--- config.mk ---
export PLATFORM = sky130hd
export DESIGN_NAME = input_port_unit
export DESIGN_NICKNAME = d
export VERILOG_FILES = /design/src/rtl/input_port_unit.sv
export SDC_FILE = /design/constraint.sdc
export NUM_CORES = 1
export LEC_CHECK = 0
export CORE_MARGIN = 4
export CORE_UTILIZATION = 50
export DETAILED_ROUTE_END_ITERATION = 12
export GPL_TIMING_DRIVEN = 0
export PLACE_DENSITY = 0.78
export SLEW_MARGIN = 20
export SYNTH_ARGS = -nofsm -noshare
export SYNTH_HDL_FRONTEND = slang
export SYNTH_SLANG_ARGS = --single-unit
--- constraint.sdc ---
create_clock -name clk -period 4.1 [get_ports clk]
set_clock_uncertainty 0.2 [all_clocks]
set_input_delay 0.615 -clock clk [delete_from_list [all_inputs] [get_ports clk]]
set_output_delay 0.615 -clock clk [all_outputs]
set_load 0.01 [all_outputs]
--- src/rtl/input_port_unit.sv ---
// rtl/input_port_unit.sv - router input port: flit FIFO, XY route compute, output-port request FSM (optional ROUTE_CHECK_EN)
module input_port_unit #(
    parameter int CUR_X      = 1,
    parameter int CUR_Y      = 1,
    parameter int FIFO_DEPTH = 4
) (
    input  logic                          clk,
    input  logic                          rst,
    input  logic                          in_valid,
    input  logic [31:0]                   in_flit,
    output logic                          in_ready,
    output logic                          req_valid,
    output logic [2:0]                    req_port,
    input  logic                          grant_ack,
    output logic [31:0]                   flit_out,
    output logic [$clog2(FIFO_DEPTH):0]   fifo_count,
    output logic                          drop_err
);

    localparam int PW = $clog2(FIFO_DEPTH);
    localparam int CW = PW + 1;
    localparam logic [1:0] CX = 2'(CUR_X);
    localparam logic [1:0] CY = 2'(CUR_Y);

    typedef enum logic [1:0] {S_IDLE, S_ROUTE, S_REQ} state_t;

    state_t          state_q, state_d;
    logic [31:0]     mem_q [FIFO_DEPTH];
    logic [PW-1:0]   wr_ptr_q, wr_ptr_d;
    logic [PW-1:0]   rd_ptr_q, rd_ptr_d;
    logic [CW-1:0]   count_q, count_d;
    logic [2:0]      req_port_q, req_port_d;
    logic            drop_err_q;

    logic [31:0]     head;
    logic [1:0]      dest_x, dest_y;
    logic [2:0]      route_port;
    logic            push, pop, drop_now;

    assign head   = mem_q[rd_ptr_q];
    assign dest_x = head[3:2];
    assign dest_y = head[1:0];

    // Readiness comes only from the registered count, so a same-cycle pop never frees a slot
    assign in_ready = (count_q < CW'(FIFO_DEPTH));
    assign push     = in_valid && in_ready;

    // Dimension-ordered routing: resolve X first, then Y, then deliver locally
    always_comb begin
        route_port = 3'd4;
        if (dest_x > CX)      route_port = 3'd1;
        else if (dest_x < CX) route_port = 3'd3;
        else if (dest_y > CY) route_port = 3'd2;
        else if (dest_y < CY) route_port = 3'd0;
    end

    // FSM state register
    always_ff @(posedge clk) begin
        if (rst) state_q <= S_IDLE;
        else     state_q <= state_d;
    end

    // FSM next-state logic; leaving REQ/ROUTE on a pop looks at the pre-pop count
    always_comb begin
        state_d = state_q;
        case (state_q)
            S_IDLE:  if (count_q != '0) state_d = S_ROUTE;
            S_ROUTE: begin
                if (drop_now) state_d = (count_q > CW'(1)) ? S_ROUTE : S_IDLE;
                else          state_d = S_REQ;
            end
            S_REQ:   if (grant_ack) state_d = (count_q > CW'(1)) ? S_ROUTE : S_IDLE;
            default: state_d = S_IDLE;
        endcase
    end

    // FSM outputs: request, crossbar data, and head pop/drop strobes
    always_comb begin
        req_valid = 1'b0;
        flit_out  = 32'd0;
        pop       = 1'b0;
        drop_now  = 1'b0;
        case (state_q)
            S_REQ: begin
                req_valid = 1'b1;
                flit_out  = head;
                pop       = grant_ack;
            end
            S_ROUTE: begin
`ifdef ROUTE_CHECK_EN
                drop_now = (dest_x > 2'd2) || (dest_y > 2'd2);
                pop      = drop_now;
`endif
            end
            default: ;
        endcase
    end

    // Port decision is captured leaving ROUTE and held for the whole REQ phase
    always_comb begin
        req_port_d = req_port_q;
        if (state_q == S_ROUTE && !drop_now) req_port_d = route_port;
    end

    // Pointer and occupancy next-state with circular wrap
    always_comb begin
        wr_ptr_d = wr_ptr_q;
        rd_ptr_d = rd_ptr_q;
        if (push) wr_ptr_d = (wr_ptr_q == PW'(FIFO_DEPTH - 1)) ? '0 : wr_ptr_q + PW'(1);
        if (pop)  rd_ptr_d = (rd_ptr_q == PW'(FIFO_DEPTH - 1)) ? '0 : rd_ptr_q + PW'(1);
        count_d = count_q + CW'(push) - CW'(pop);
    end

    // Control registers; reset flushes the buffer regardless of push/pop/grant
    always_ff @(posedge clk) begin
        if (rst) begin
            wr_ptr_q   <= '0;
            rd_ptr_q   <= '0;
            count_q    <= '0;
            req_port_q <= 3'd0;
            drop_err_q <= 1'b0;
        end else begin
            wr_ptr_q   <= wr_ptr_d;
            rd_ptr_q   <= rd_ptr_d;
            count_q    <= count_d;
            req_port_q <= req_port_d;
            drop_err_q <= drop_now;
        end
    end

    // Flit storage; contents are don't-care once pointers are flushed
    always_ff @(posedge clk) begin
        if (push) mem_q[wr_ptr_q] <= in_flit;
    end

    assign req_port   = req_port_q;
    assign fifo_count = count_q;
`ifdef ROUTE_CHECK_EN
    assign drop_err   = drop_err_q;
`else
    assign drop_err   = 1'b0;
`endif

endmodule

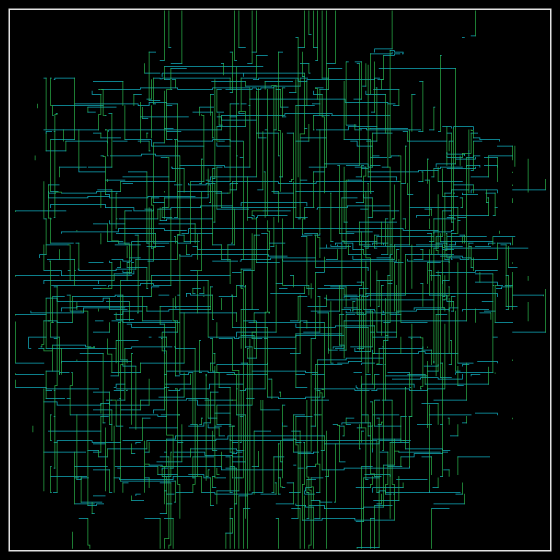
layers.png
Two of the layers only.
[green] M2 | wire length: 5120 µm
[cyan] M1 | wire length: 3970 µm

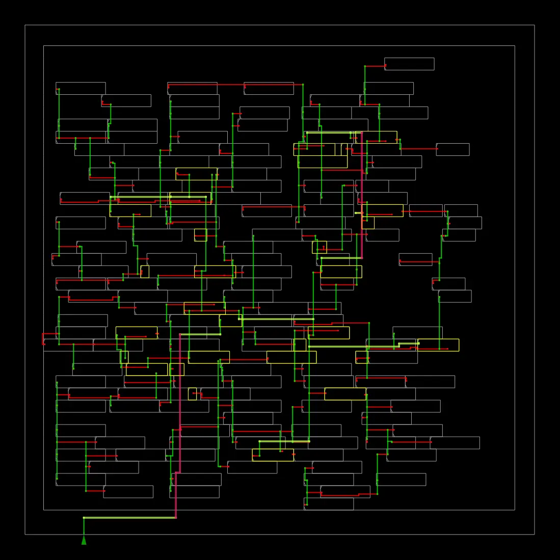
clock_nets.png
# clk buffers: 18
registers: 142
clk sinks: 142
CTS Buf Count: 17

==> impl_metrics.toml <==
# implementation run metrics
[run_status]
status = "finished, final reports clean"

[global_route]
grt_use_met1_pct = 19.3
grt_busiest_layer = "met2"
grt_pass1_wl_um = 15300
grt_max_degree = 21
grt-ovfl-total = 0
track_usage_pct = 16.1
grt.met2_usage_pct = 27.4

[layout]
layout.nets = 420
fillers = 767
flop_area_um2 = 4120
nNonClkInverters = 7
buffer_area_share_pct = 13.3
seq_area_share_pct = 57.8
largest_reg_flops = 128
comb_area_share_pct = 18.5
antenna_cells = 0
stdcell_count = 525
syn2layout_area_growth_pct = 28.5
final-clk-cell-share_pct = 7.57
nNonClkBuffers = 92
logic_gate_count = 115
layout_top_cells = "edfxtp_1, clkdlybuf4s50_1, nor2b_1"

[floorplan]
die_area_um2 = 12900
die_y_um = 113
core-area_um2 = 10800
num_rows = 38
dieWidth_um = 113

[timing]
slew_headroom_pct = 61.2
grt_setup_unrepaired = "false"
finalCriticalPeriod_ns = 3.44
timing.fmax_ghz = 0.291
finalHoldViolCount = 0
worst_slack_ns = 0.664
finalCritPeriodShare_pct = 83.8
setup_tns_ns = 0
hold_ws_ns = 0.267
setup_violations = 0

[synth]
area_leaders = "edfxtp_1, mux4_2, dfxtp_1"
synthCells = 277
postSynthSeqShare_pct = 74.2
ys_types = 31
ys_ff = 142
ys_async_sr_fraction_pct = 0
yosysMostFrequentCell = "edfxtp_1"
synthFlopType = "edfxtp_1"
common_cells = "edfxtp_1, nor2b_1, mux4_2"
synth.largest_area_cell = "edfxtp_1"
netlist_area_um2 = 5560
yosys-stat-area_um2 = 5560
synthAdderAreaFrac_pct = 2.16
floorplan.nets = 322
synth.logic.top_family = "multiplexers"
yosysWarnings = 0
synth_stat.cells = 277

[worst_setup_path]
cp_num_buf_inv = 3
crit_top_cell = "buf_2"
required_ns = 3.28
worstSetupPathType = "register to primary output"
crit_fanout = 10
slowest_delay_ns = 0.52
worstSetupEndpointType = "primary output"
crit_chain = "buf_2, buf_2, mux4_2, nor2b_1, clkdlybuf4s50_1"

[placed_design]
place_inst = 496
dp_hpwl_um = 6290
io_buffers = 75
place.gp.congestion = 0.663
place_ws_ns = 1.14
post_dp_cell_area_um2 = 6600

[job]
tool_warnings = 30

[min_path]
min-delay-start = "req_port[0]$_SDFFE_PP0N_"
holdPathEnd = "req_port[0]$_SDFFE_PP0N_"

[detailed_routing]
first_pass_iters = 4
drc = 0
wl_met3_um = 565
via_per_inst = 5.24
highest-signal-layer = "met4"
drtAntennaViolNets = 0

[cts]
cts_max_level = 4
post_cts_buffers = 0
clock-root-buffer = "clkbuf_8"
ctsResizeCount = 0
clock_latency_ns = 0.51
clk_pin_slew_ns = 0.06

[power_and_ir_drop]
powerDensity_nw_per_um2 = 549
vdd_drop_max_v = 0.000391
leakage_nw = 2.33
-- worst max-delay path by stage --
stage          cells past startpoint     start                      to  slack (ns)
2_1_floorplan                      3  in_valid   mem_q[3][0]$_DFFE_PP_        1.68
3_5_place_dp                       5  register            flit_out[25]        1.14
6_report                           5  register            flit_out[24]        0.66
5_1_grt                            5  register            flit_out[24]        0.50
4_1_cts                            5  register            flit_out[25]        0.58
3_3_place_gp                       4  in_valid  mem_q[2][22]$_DFFE_PP_        0.59
-- power breakdown --
group / switching, mW / internal, mW / total, mW / leakage, nW
combinational: 0.333 / 0.385 / 0.718 / 0.789
sequential: 0.0523 / 1.75 / 1.80 / 1.29
clock: 0.547 / 0.851 / 1.40 / 0.254
Power figures rest on the tool's default switching activity, not on a simulated workload.
